Run 1, placement view:
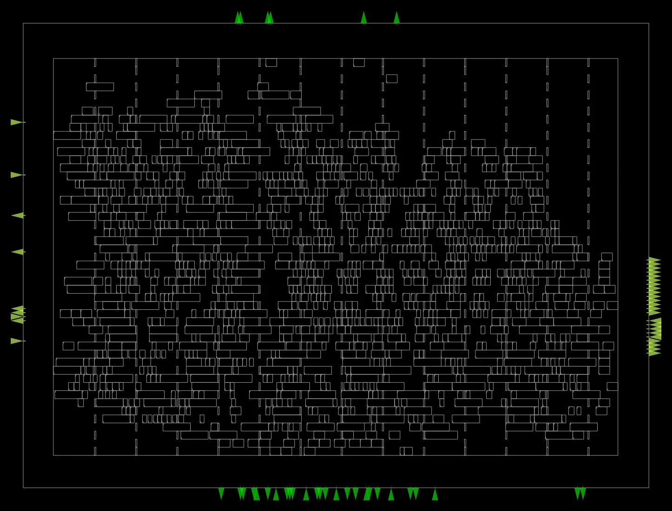
Run 1, M1 wires:
Bar = 50 um. Cells faint in the background.
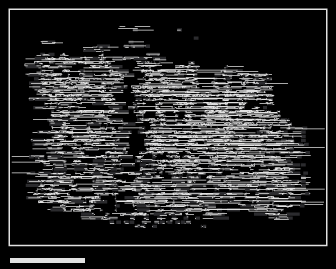
Run 1, where the registers sit:
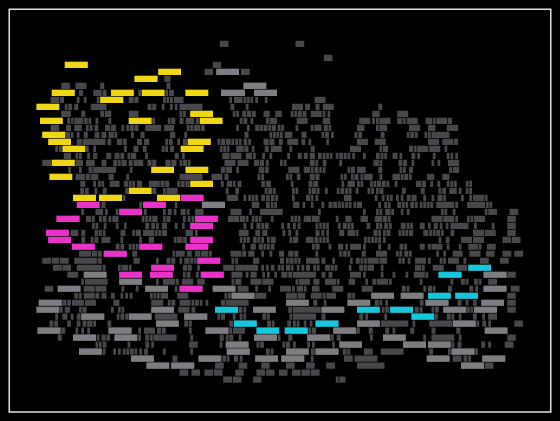
## config.mk

```make
export PLATFORM = sky130hd
export DESIGN_NAME = ld_cell_sched_flat
export DESIGN_NICKNAME = d
export VERILOG_FILES = /design/src/rtl/ld_cell_sched_if.sv /design/src/rtl/ld_cell_sched.sv /design/src/flat_wrapper.sv
export SDC_FILE = /design/constraint.sdc
export NUM_CORES = 1
export LEC_CHECK = 0
export ABC_AREA = 1
export CAP_MARGIN = 20
export CORE_AREA = 10 10 200 146
export CTS_CLUSTER_DIAMETER = 40
export CTS_CLUSTER_SIZE = 20
export DETAILED_ROUTE_END_ITERATION = 10
export DIE_AREA = 0 0 210 156
export GPL_TIMING_DRIVEN = 0
export PLACE_DENSITY = 0.56
export SETUP_SLACK_MARGIN = 0.1
export SLEW_MARGIN = 20
export SYNTH_ARGS = -nofsm -noshare
export SYNTH_HDL_FRONTEND = slang
export SYNTH_SLANG_ARGS = --single-unit
```

## constraint.sdc

```tcl
create_clock -name clk -period 6.38 [get_ports clk]
set_input_delay 1.276 -clock clk [delete_from_list [all_inputs] [get_ports clk]]
set_output_delay 1.276 -clock clk [all_outputs]
set_load 0.05 [all_outputs]
```

## src/rtl/ld_cell_sched_if.sv

```systemverilog
// A2D conversion handshake between the load-cell scheduler and the shared A2D/SPI block.
// strt_cnv is a one-cycle request with chnl held until done; cnv_cmplt is a one-cycle done pulse, res valid with it.
interface ld_cell_sched_if;
  logic        strt_cnv;
  logic [2:0]  chnl;
  logic        cnv_cmplt;
  logic [11:0] res;

  modport master (output strt_cnv, output chnl, input cnv_cmplt, input res);
  modport slave  (input strt_cnv, input chnl, output cnv_cmplt, output res);
endinterface

```

## src/rtl/ld_cell_sched.sv

```systemverilog
// Round-robin A2D sequencer for left/right load cells and battery, rider/balance flags and settle timer.
// Optional load-cell IIR smoothing is enabled by defining LD_CELL_FILTER_EN.
module ld_cell_sched #(
  parameter int          SAMPLE_PERIOD = 1_000_000,
  parameter logic [11:0] MIN_RIDER_WT  = 12'h200,
  parameter logic [11:0] HYSTERESIS    = 12'h040,
  parameter int          TMR_FULL_CNT  = 65_000_000,
  parameter int          CNV_TIMEOUT   = 4096
) (
  input  logic                   clk,
  input  logic                   rst,
  ld_cell_sched_if.master        a2d,
  input  logic                   i_clr_tmr,
  output logic [11:0]            o_lft_ld,
  output logic [11:0]            o_rght_ld,
  output logic [11:0]            o_batt,
  output logic                   o_sum_gt_min,
  output logic                   o_sum_lt_min,
  output logic                   o_diff_gt_eigth,
  output logic                   o_diff_gt_15_16,
  output logic                   o_tmr_full,
  output logic                   o_cnv_err,
  output logic [1:0]             o_state
);

  localparam int SMP_W = (SAMPLE_PERIOD > 1) ? $clog2(SAMPLE_PERIOD) : 1;
  localparam int TO_W  = (CNV_TIMEOUT > 1) ? $clog2(CNV_TIMEOUT) : 1;
  localparam logic [SMP_W-1:0] LP_SMP_LAST = SMP_W'(SAMPLE_PERIOD - 1);
  localparam logic [TO_W-1:0]  LP_TO_LAST  = TO_W'(CNV_TIMEOUT - 1);
  localparam logic [26:0]      LP_TMR_FULL = 27'(TMR_FULL_CNT);
  // MIN_RIDER_WT must be >= HYSTERESIS so the low threshold cannot wrap.
  localparam logic [12:0] LP_HI = {1'b0, MIN_RIDER_WT} + {1'b0, HYSTERESIS};
  localparam logic [12:0] LP_LO = {1'b0, MIN_RIDER_WT} - {1'b0, HYSTERESIS};

  typedef enum logic [1:0] {IDLE = 2'd0, REQ = 2'd1, WAIT = 2'd2, STORE = 2'd3} state_t;

  state_t             r_state, w_state_nxt;
  logic [SMP_W-1:0]   r_smp_cnt;
  logic [TO_W-1:0]    r_to_cnt;
  logic [1:0]         r_idx;
  logic               r_pend;
  logic [11:0]        r_cap;
  logic               r_cap_vld;
  logic               r_flag_upd;
  logic [11:0]        r_lft_ld, r_rght_ld, r_batt;
  logic               r_sum_gt_min, r_sum_lt_min, r_diff_gt_eigth, r_diff_gt_15_16;
  logic               r_cnv_err;
  logic [26:0]        r_tmr;

  logic               w_tick;
  logic               w_strt, w_start_round, w_cap, w_tmo, w_idx_inc;
  logic               w_store_lft, w_store_rght, w_store_batt;
  logic [11:0]        w_lft_new, w_rght_new;
  logic [12:0]        w_sum, w_eighth, w_f16;
  logic [11:0]        w_diff;

  assign w_tick = (r_smp_cnt == LP_SMP_LAST);

  always_ff @(posedge clk or posedge rst) begin
    if (rst) r_state <= IDLE;
    else     r_state <= w_state_nxt;
  end

  always_comb begin
    w_state_nxt   = r_state;
    w_strt        = 1'b0;
    w_start_round = 1'b0;
    w_cap         = 1'b0;
    w_tmo         = 1'b0;
    w_idx_inc     = 1'b0;
    case (r_state)
      IDLE: begin
        if (w_tick || r_pend) begin
          w_start_round = 1'b1;
          w_state_nxt   = REQ;
        end
      end
      REQ: begin
        w_strt      = 1'b1;
        w_state_nxt = WAIT;
      end
      WAIT: begin
        if (a2d.cnv_cmplt) begin
          w_cap       = 1'b1;
          w_state_nxt = STORE;
        end else if (r_to_cnt == LP_TO_LAST) begin
          w_tmo       = 1'b1;
          w_state_nxt = STORE;
        end
      end
      STORE: begin
        if (r_idx < 2'd2) begin
          w_idx_inc   = 1'b1;
          w_state_nxt = REQ;
        end else begin
          w_state_nxt = IDLE;
        end
      end
      default: w_state_nxt = IDLE;
    endcase
  end

  assign w_store_lft  = (r_state == STORE) && r_cap_vld && (r_idx == 2'd0);
  assign w_store_rght = (r_state == STORE) && r_cap_vld && (r_idx == 2'd1);
  assign w_store_batt = (r_state == STORE) && r_cap_vld && (r_idx == 2'd2);

  // Sample tick, pending merge, channel index, timeout counter and captured result.
  always_ff @(posedge clk or posedge rst) begin
    if (rst) begin
      r_smp_cnt <= '0;
      r_pend    <= 1'b0;
      r_idx     <= 2'd0;
      r_to_cnt  <= '0;
      r_cap     <= 12'd0;
      r_cap_vld <= 1'b0;
      r_cnv_err <= 1'b0;
    end else begin
      r_smp_cnt <= w_tick ? '0 : r_smp_cnt + SMP_W'(1);
      if (w_start_round)  r_pend <= 1'b0;
      else if (w_tick)    r_pend <= 1'b1;
      if (w_start_round)  r_idx <= 2'd0;
      else if (w_idx_inc) r_idx <= r_idx + 2'd1;
      r_to_cnt <= (r_state == WAIT) ? r_to_cnt + TO_W'(1) : '0;
      if (w_cap) begin
        r_cap     <= a2d.res;
        r_cap_vld <= 1'b1;
      end else if (w_tmo) begin
        r_cap_vld <= 1'b0;
      end
      if (w_tmo) r_cnv_err <= 1'b1;
    end
  end

`ifdef LD_CELL_FILTER_EN
  logic        r_lft_seed, r_rght_seed;
  logic [13:0] w_lft_acc, w_rght_acc;

  assign w_lft_acc  = {1'b0, r_lft_ld, 1'b0} + {2'b00, r_lft_ld} + {2'b00, r_cap};
  assign w_rght_acc = {1'b0, r_rght_ld, 1'b0} + {2'b00, r_rght_ld} + {2'b00, r_cap};
  assign w_lft_new  = r_lft_seed  ? w_lft_acc[13:2]  : r_cap;
  assign w_rght_new = r_rght_seed ? w_rght_acc[13:2] : r_cap;

  // The first stored sample seeds the filter instead of being averaged with zero.
  always_ff @(posedge clk or posedge rst) begin
    if (rst) begin
      r_lft_seed  <= 1'b0;
      r_rght_seed <= 1'b0;
    end else begin
      if (w_store_lft)  r_lft_seed  <= 1'b1;
      if (w_store_rght) r_rght_seed <= 1'b1;
    end
  end
`else
  assign w_lft_new  = r_cap;
  assign w_rght_new = r_cap;
`endif

  always_ff @(posedge clk or posedge rst) begin
    if (rst) begin
      r_lft_ld  <= 12'd0;
      r_rght_ld <= 12'd0;
      r_batt    <= 12'd0;
    end else begin
      if (w_store_lft)  r_lft_ld  <= w_lft_new;
      if (w_store_rght) r_rght_ld <= w_rght_new;
      if (w_store_batt) r_batt    <= r_cap;
    end
  end

  assign w_sum    = {1'b0, r_lft_ld} + {1'b0, r_rght_ld};
  assign w_diff   = (r_lft_ld >= r_rght_ld) ? (r_lft_ld - r_rght_ld) : (r_rght_ld - r_lft_ld);
  assign w_eighth = w_sum >> 3;
  assign w_f16    = w_sum - (w_sum >> 4);

  // Flags follow the right-channel store only, so they always reflect a coherent left/right pair.
  always_ff @(posedge clk or posedge rst) begin
    if (rst) begin
      r_flag_upd      <= 1'b0;
      r_sum_gt_min    <= 1'b0;
      r_sum_lt_min    <= 1'b1;
      r_diff_gt_eigth <= 1'b0;
      r_diff_gt_15_16 <= 1'b0;
    end else begin
      r_flag_upd <= (r_state == STORE) && (r_idx == 2'd1);
      if (r_flag_upd) begin
        r_sum_gt_min    <= (w_sum > LP_HI);
        r_sum_lt_min    <= (w_sum < LP_LO);
        r_diff_gt_eigth <= ({1'b0, w_diff} > w_eighth);
        r_diff_gt_15_16 <= ({1'b0, w_diff} > w_f16);
      end
    end
  end

  always_ff @(posedge clk or posedge rst) begin
    if (rst)                       r_tmr <= 27'd0;
    else if (i_clr_tmr)            r_tmr <= 27'd0;
    else if (r_tmr != LP_TMR_FULL) r_tmr <= r_tmr + 27'd1;
  end

  assign a2d.strt_cnv    = w_strt;
  assign a2d.chnl        = (r_idx == 2'd0) ? 3'd0 : (r_idx == 2'd1) ? 3'd4 : 3'd5;
  assign o_lft_ld        = r_lft_ld;
  assign o_rght_ld       = r_rght_ld;
  assign o_batt          = r_batt;
  assign o_sum_gt_min    = r_sum_gt_min;
  assign o_sum_lt_min    = r_sum_lt_min;
  assign o_diff_gt_eigth = r_diff_gt_eigth;
  assign o_diff_gt_15_16 = r_diff_gt_15_16;
  assign o_tmr_full      = (r_tmr == LP_TMR_FULL);
  assign o_cnv_err       = r_cnv_err;
  assign o_state         = r_state;

endmodule
```

## src/flat_wrapper.sv

```systemverilog
// flat-port wrapper written by rule: the top's interface ports become plain ports
module ld_cell_sched_flat 
#(
  parameter int          SAMPLE_PERIOD = 1_000_000,
  parameter logic [11:0] MIN_RIDER_WT  = 12'h200,
  parameter logic [11:0] HYSTERESIS    = 12'h040,
  parameter int          TMR_FULL_CNT  = 65_000_000,
  parameter int          CNV_TIMEOUT   = 4096
)
  (clk, rst, i_clr_tmr, o_lft_ld, o_rght_ld, o_batt, o_sum_gt_min, o_sum_lt_min, o_diff_gt_eigth, o_diff_gt_15_16, o_tmr_full, o_cnv_err, o_state, a2d_strt_cnv, a2d_chnl, a2d_cnv_cmplt, a2d_res);
  ld_cell_sched_if a2d_i ();
  input  logic clk;
  input  logic rst;
  input  logic i_clr_tmr;
  output logic [11:0] o_lft_ld;
  output logic [11:0] o_rght_ld;
  output logic [11:0] o_batt;
  output logic o_sum_gt_min;
  output logic o_sum_lt_min;
  output logic o_diff_gt_eigth;
  output logic o_diff_gt_15_16;
  output logic o_tmr_full;
  output logic o_cnv_err;
  output logic [1:0] o_state;
  output wire logic [$bits(a2d_i.strt_cnv)-1:0] a2d_strt_cnv;
  output wire logic [$bits(a2d_i.chnl)-1:0] a2d_chnl;
  input wire logic [$bits(a2d_i.cnv_cmplt)-1:0] a2d_cnv_cmplt;
  input wire logic [$bits(a2d_i.res)-1:0] a2d_res;
  assign a2d_strt_cnv = a2d_i.strt_cnv;
  assign a2d_chnl = a2d_i.chnl;
  assign a2d_i.cnv_cmplt = a2d_cnv_cmplt;
  assign a2d_i.res = a2d_res;
  ld_cell_sched #(.SAMPLE_PERIOD(SAMPLE_PERIOD), .MIN_RIDER_WT(MIN_RIDER_WT), .HYSTERESIS(HYSTERESIS), .TMR_FULL_CNT(TMR_FULL_CNT), .CNV_TIMEOUT(CNV_TIMEOUT)) u_core (.clk(clk), .rst(rst), .a2d(a2d_i), .i_clr_tmr(i_clr_tmr), .o_lft_ld(o_lft_ld), .o_rght_ld(o_rght_ld), .o_batt(o_batt), .o_sum_gt_min(o_sum_gt_min), .o_sum_lt_min(o_sum_lt_min), .o_diff_gt_eigth(o_diff_gt_eigth), .o_diff_gt_15_16(o_diff_gt_15_16), .o_tmr_full(o_tmr_full), .o_cnv_err(o_cnv_err), .o_state(o_state));
endmodule
```

==> out/highlights.md, run 1 <==
• kind of end point of the critical path: flop
• worst hold start: u_core.r_smp_cnt[0]
• predominant post-synthesis flop cell: dfrtp_1
• MUX area fraction: 0
• Syn. warnings: 0
• buffers added on ports: 62
• number of buffer and inverter instances along the worst setup path: 3
• clk slew on worst S/H paths: 0.06 ns
• clk buf depth: 2
• adder and majority gate portion of the synthesized area: 0.118
• highest-delay cell along the critical path: dfrtp_1
• setup violation total in the final timing report: 0
• compound-cell area share of the yosys netlist: 0.119
• Routed WL per cell: 14.9 um
• data required time of the worst path: 6.70 ns
• cts bufs inserted: 17
• dominant kind of combinational cell: simple AND/OR/NAND/NOR gates
• Synth top area share: 0.338
• multi-input gate count: 860
• non-clock buffering overhead in the final layout: 0.0753
• peak per-stage delay on the critical path: 0.50 ns
• met2 layer usage reported by global route: 0.208
• post-CTS setup-driven buffer insertion count: 0
• Crit Reg-Reg Endpoint: u_core.o_diff_gt_15_16
• final weighted congestion of routability-driven global placement: 0.913
• vias in the first global route: 7399
• number of gates resized after CTS: 0
• maximum fanout count along the critical path: 6
• Comb area: 4900 sq um
• Cell variety after synth: 53
• number of well-tap cells placed: 331
• overall die width: 210 um
• busiest layer in global routing: met1
• Max Fclk: 229 MHz
• most frequently used cell type in the post-synthesis netlist: nand2_1
• largest class: combinational gates
• Area Growth Syn to Fin: 19.3%
• Met1 Wirelength: 12600 um
• number of pins with negative max-slew slack in the final report: 0
• end of the worst hold path: u_core.r_smp_cnt[0]
• Synth Seq Share: 0.341
• critical setup path kind: reg2reg
• number of endpoints with negative hold slack in the final report: 0
• type of the tightest min-delay check: reg2reg
• DRC violations left: 0
• HPWL reported at the end of detailed placement: 19000 um
• clk root buf: clkbuf_16
• Crit. Startpoint: u_core.o_lft_ld[1]
• number of primary I/O pins: 64
• top layer reached by signal wires: met4
• non-clock inverter instance count of the final layout: 191
• Top Layout Cells: 276 x nand2_1, 176 x inv_1, 118 x dfrtp_1
• slack of the worst reg-to-reg path: 2.01 ns
• count of clock buffers in the final design: 25
• cell count after synthesis: 1192
• count of fill cells added during filler insertion: 2638
• post-synthesis instance area: 8730 sq um
• Net count, final: 1370
• share of flip-flops with an asynchronous set or reset after synthesis: 1.00
• largest net degree at the start of global routing: 69
• Area after DPL: 9800 sq um
• Synth top cells by count: 276 x nand2_1, 177 x inv_1, 118 x dfrtp_1
• outcome: finished, final reports clean
• top cell family by delay on the critical path: simple AND/OR/NAND/NOR gates
• H-Tree Level Count: 4
• WP data arrival: 4.69 ns
• residual overflow from global routing: 0
• Hold Buf Count CTS: 0
• number of placed instances, taps included: 1586
• chip area line of the yosys report: 8730 sq um
• post-detailed-route via-to-cell ratio: 4.89
• number of OpenROAD warnings: 57
• cell types occupying the most area after synthesis: dfrtp_1 34%, nand2_1 12%, ha_1 11%
About 'placement view':
fin cells: 1618
area of the core: 25300 sq um
number of rows created at floorplan: 49
Seq Cell Count: 119
Finished Core Util: 0.413

About 'M1 wires':
main direction	horizontal
wire length on this layer	12600 um
longest straight run	46.5 um
total via count in the routed design: 7911
Global Route met1 Usage: 0.219
wirelength, routed: 24100 um

About 'where the registers sit':
colour	netlist name	sequential cells
cyan	u_core.o_lft_ld	12
magenta	u_core.r_smp_cnt	20
yellow	u_core.r_tmr	27
Reg area: 2980 sq um
flop share of the area: 0.286

## run 1: stage by stage
step	setup TNS (ns)	worst slack, ns	hold slack, ns
final	0	2.01	0.456
after global placement	-0.528	-0.0166	0.448
after CTS	0	2.00	0.465
after floorplan	0	1.95	0.432
after detailed placement	0	2.03	0.458
after global routing	0	1.68	0.483
## run 1: state kept, by name, summed over array words and instances, names as in the netlist, 2 cells and up
name              flops
u_core.o_batt        12
u_core.r_idx          2
u_core.o_rght_ld     12
u_core.r_tmr         27
u_core.o_state        2
u_core.r_smp_cnt     20
u_core.o_lft_ld      12
u_core.r_to_cnt      12
u_core.r_cap         12
Run 1, signal wires on met3:
Bar = 50 um. Cells faint in the background.
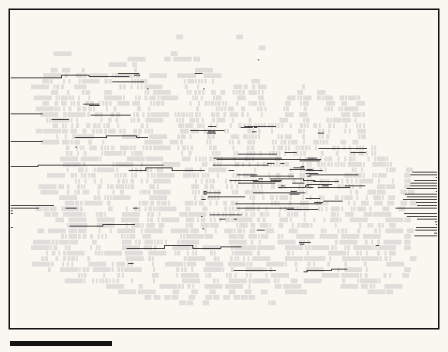

==> run 1 -> run 2 <==
--- a/config.mk
+++ b/config.mk
@@ -13,7 +13,7 @@
 export DETAILED_ROUTE_END_ITERATION = 10
 export DIE_AREA = 0 0 210 156
 export GPL_TIMING_DRIVEN = 0
-export PLACE_DENSITY = 0.56
+export PLACE_DENSITY = 0.58
 export SETUP_SLACK_MARGIN = 0.1
 export SLEW_MARGIN = 20
 export SYNTH_ARGS = -nofsm -noshare
==> constraint.sdc (replaced) <==
create_clock -name clk -period 3.5 [get_ports clk]
set_input_delay 0.7 -clock clk [delete_from_list [all_inputs] [get_ports clk]]
set_output_delay 0.7 -clock clk [all_outputs]
set_load 0.05 [all_outputs]
Run 2, signal wires on met3:
Bar = 50 um. Cells faint in the background.
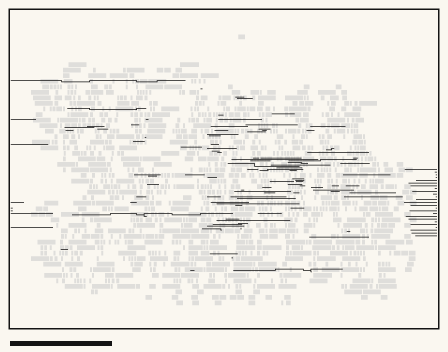
wire length on this layer	1560 um
longest straight run	42.3 um
share of all routed wire	6.3%
main direction	horizontal
nets with wire on the layer	112
GR Util met3: 0.0342
wirelength, routed: 25000 um
total via count in the routed design: 8198

==> out/highlights.md, run 2 <==
• FP Util: 0.346
• number of nets with antenna violations after routing: 0
• number of pins with negative max-slew slack in the final report: 0, unchanged
• met2 layer usage reported by global route: 0.223, +0.0148
• largest net degree at the start of global routing: 34, -51%
• slack of the worst reg-to-reg path: -0.15 ns, -2.17 ns
• average instance area after synthesis: 7.33 sq um
• post-CTS setup-driven buffer insertion count: 34, +34
• Synth top area share: 0.338, unchanged
• number of OpenROAD warnings: 60, +5.3%
• outcome: finished, violations left
• number of rows created at floorplan: 49, unchanged
• chip area line of the yosys report: 8730 sq um, unchanged
• Hold Buf Count CTS: 0, unchanged
• Crit Reg-Reg Endpoint: u_core.o_diff_gt_15_16
• type of the tightest min-delay check: reg2reg
• share of flip-flops with an asynchronous set or reset after synthesis: 1.00, unchanged
• Syn. warnings: 0, unchanged
• Max Fclk: 274 MHz, +20%
• floorplan die area: 32800 sq um
• number of flip-flops in the largest register: 27, unchanged
• buffers added on ports: 62, unchanged
• post-route cell area: 11200 sq um
• top cell family by delay on the critical path: simple AND/OR/NAND/NOR gates
• end of the worst hold path: u_core.r_smp_cnt[0]
• transition time at the pin with the least slew margin: 0.645 ns
• ratio of cells with drive above 1 in the final layout: 0.186
• most frequently used cell type in the post-synthesis netlist: nand2_1
• most frequent CP cell: nand2_1
• Top Layout Cells: 262 x nand2_1, 169 x inv_1, 100 x dfrtp_1
• worst hold start: u_core.r_smp_cnt[0]
• Area after DPL: 9850 sq um, +0.54%
• non-clock buffering overhead in the final layout: 0.110, +0.0350
• critical setup path kind: reg2reg
• data required time of the worst path: 3.81 ns, -2.89 ns
• Cell variety after synth: 53, unchanged
• largest class: combinational gates
• clock skew: 0.0129 ns
• HPWL reported at the end of detailed placement: 19000 um, +0.10%
• top flop regs: u_core.r_tmr x27, u_core.r_smp_cnt x20
• count of fill cells added during filler insertion: 2534, -3.9%
• overall die width: 210 um, unchanged
• Area Growth Syn to Fin: 27.7%
• Top reg by flops: u_core.r_tmr
• setup repair after global routing missed its margin: true
• EDFF count, synth: 0
• Seq Cell Count: 119, unchanged
• Synth top cells by count: 276 x nand2_1, 177 x inv_1, 118 x dfrtp_1
• Post-Place Setup Slack: -0.898 ns, -2.92 ns
• flop share of the area: 0.269, -0.0167
• Max-Slew Margin vs Limit: 0.570
• maximum fanout count along the critical path: 10, +4
• clock-cell share of area: 0.0490
• non-clock inverter instance count of the final layout: 191, unchanged
• Hold Slack: 0.458 ns, +0.00220 ns
• number of endpoints with negative hold slack in the final report: 0, unchanged
• area of the core: 25300 sq um, unchanged
• Reg area: 3000 sq um, +0.76%
• residual overflow from global routing: 0, unchanged
• setup violation total in the final timing report: 2, +2
• top layer reached by signal wires: met4
• failing checks: negative setup slack
• TritonCTS clock tree: done
• final sum of negative setup slack: -0.201 ns, -0.201 ns
• final weighted congestion of routability-driven global placement: 0.922, +0.97%
• Net count, final: 1421, +3.7%
• vias in the first global route: 7823, +5.7%
• highest-delay cell along the critical path: dfrtp_2
• Comb area: 5240 sq um, +6.8%
• clk slew on worst S/H paths: 0.06 ns, about the same
• post-detailed-route via-to-cell ratio: 4.91, +0.46%
• count of clock buffers in the final design: 23, -8.0%
• H-Tree Level Count: 4, unchanged
• number of well-tap cells placed: 331, unchanged
• Finished Core Util: 0.442, +0.0290
• number of gates resized after CTS: 74, +74
• fin cells: 1669, +3.2%
• kind of end point of the critical path: flop
• cts bufs inserted: 17, unchanged
• total length of routed met2 wires: 10400 um
• cell types occupying the most area after synthesis: dfrtp_1 34%, nand2_1 12%, ha_1 11%
• type of origin of the critical path: flop
• origin of the critical flop-to-flop path: u_core.o_rght_ld[5]
• DRC violations left: 0, unchanged
• post-synthesis instance area: 8730 sq um, unchanged
• predominant post-synthesis flop cell: dfrtp_1
• multi-input gate count: 860, unchanged
• busiest layer in global routing: met1
• number of placed instances, taps included: 1589, +0.19%
• peak per-stage delay on the critical path: 0.45 ns, -0.05 ns
• cell count after synthesis: 1192, unchanged
• number of buffer and inverter instances along the worst setup path: 4, +1
• Met1 Wirelength: 12800 um, +1.5%
• WP data arrival: 3.96 ns, -0.73 ns
• max-cap violation count: 0
• clk buf depth: 2, unchanged
• worst path setup slack after routing: -0.151 ns, -2.17 ns
• Routed WL per cell: 15.0 um, +0.28%
• Synth Seq Share: 0.341, unchanged
• chip height: 156 um
• number of sinks driven by the clock tree: 119
• insertion delay of the later-clocked pin in the worst-skew pair: 0.42 ns
• number of primary I/O pins: 64, unchanged
• clk root buf: clkbuf_16
Run 2, M1 wires:
Bar = 50 um. Cells faint in the background.
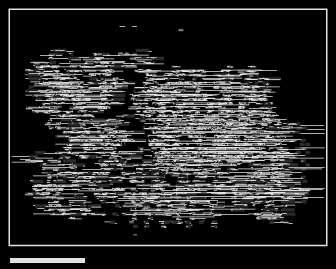
wire length on this layer	12800 um
share of all routed wire	51%
longest straight run	46.9 um
Global Route met1 Usage: 0.224

[run 2: worst max path at each step]
stage,start,endpoint,slack (ns),depth (start not counted)
floorplan,u_core.o_rght_ld[1],u_core.o_diff_gt_15_16,-0.53,21
global placement,u_core.o_rght_ld[0],u_core.o_diff_gt_15_16,-0.86,23
detailed placement,u_core.o_rght_ld[0],u_core.o_diff_gt_15_16,-0.90,23
CTS,u_core.o_lft_ld[0],u_core.o_diff_gt_15_16,-0.17,23
global route,u_core.o_rght_ld[3],u_core.o_diff_gt_15_16,-0.39,25
finish,u_core.o_rght_ld[5],u_core.o_diff_gt_15_16,-0.15,25
[run 2: logic make-up after synthesis]
group	share of synthesized area
simple gates	0.297
buf+inv	0.0977
compound gates	0.119
flops	0.341
fa+ha+maj	0.118
xor+xnor	0.0271
other cells	0.000429
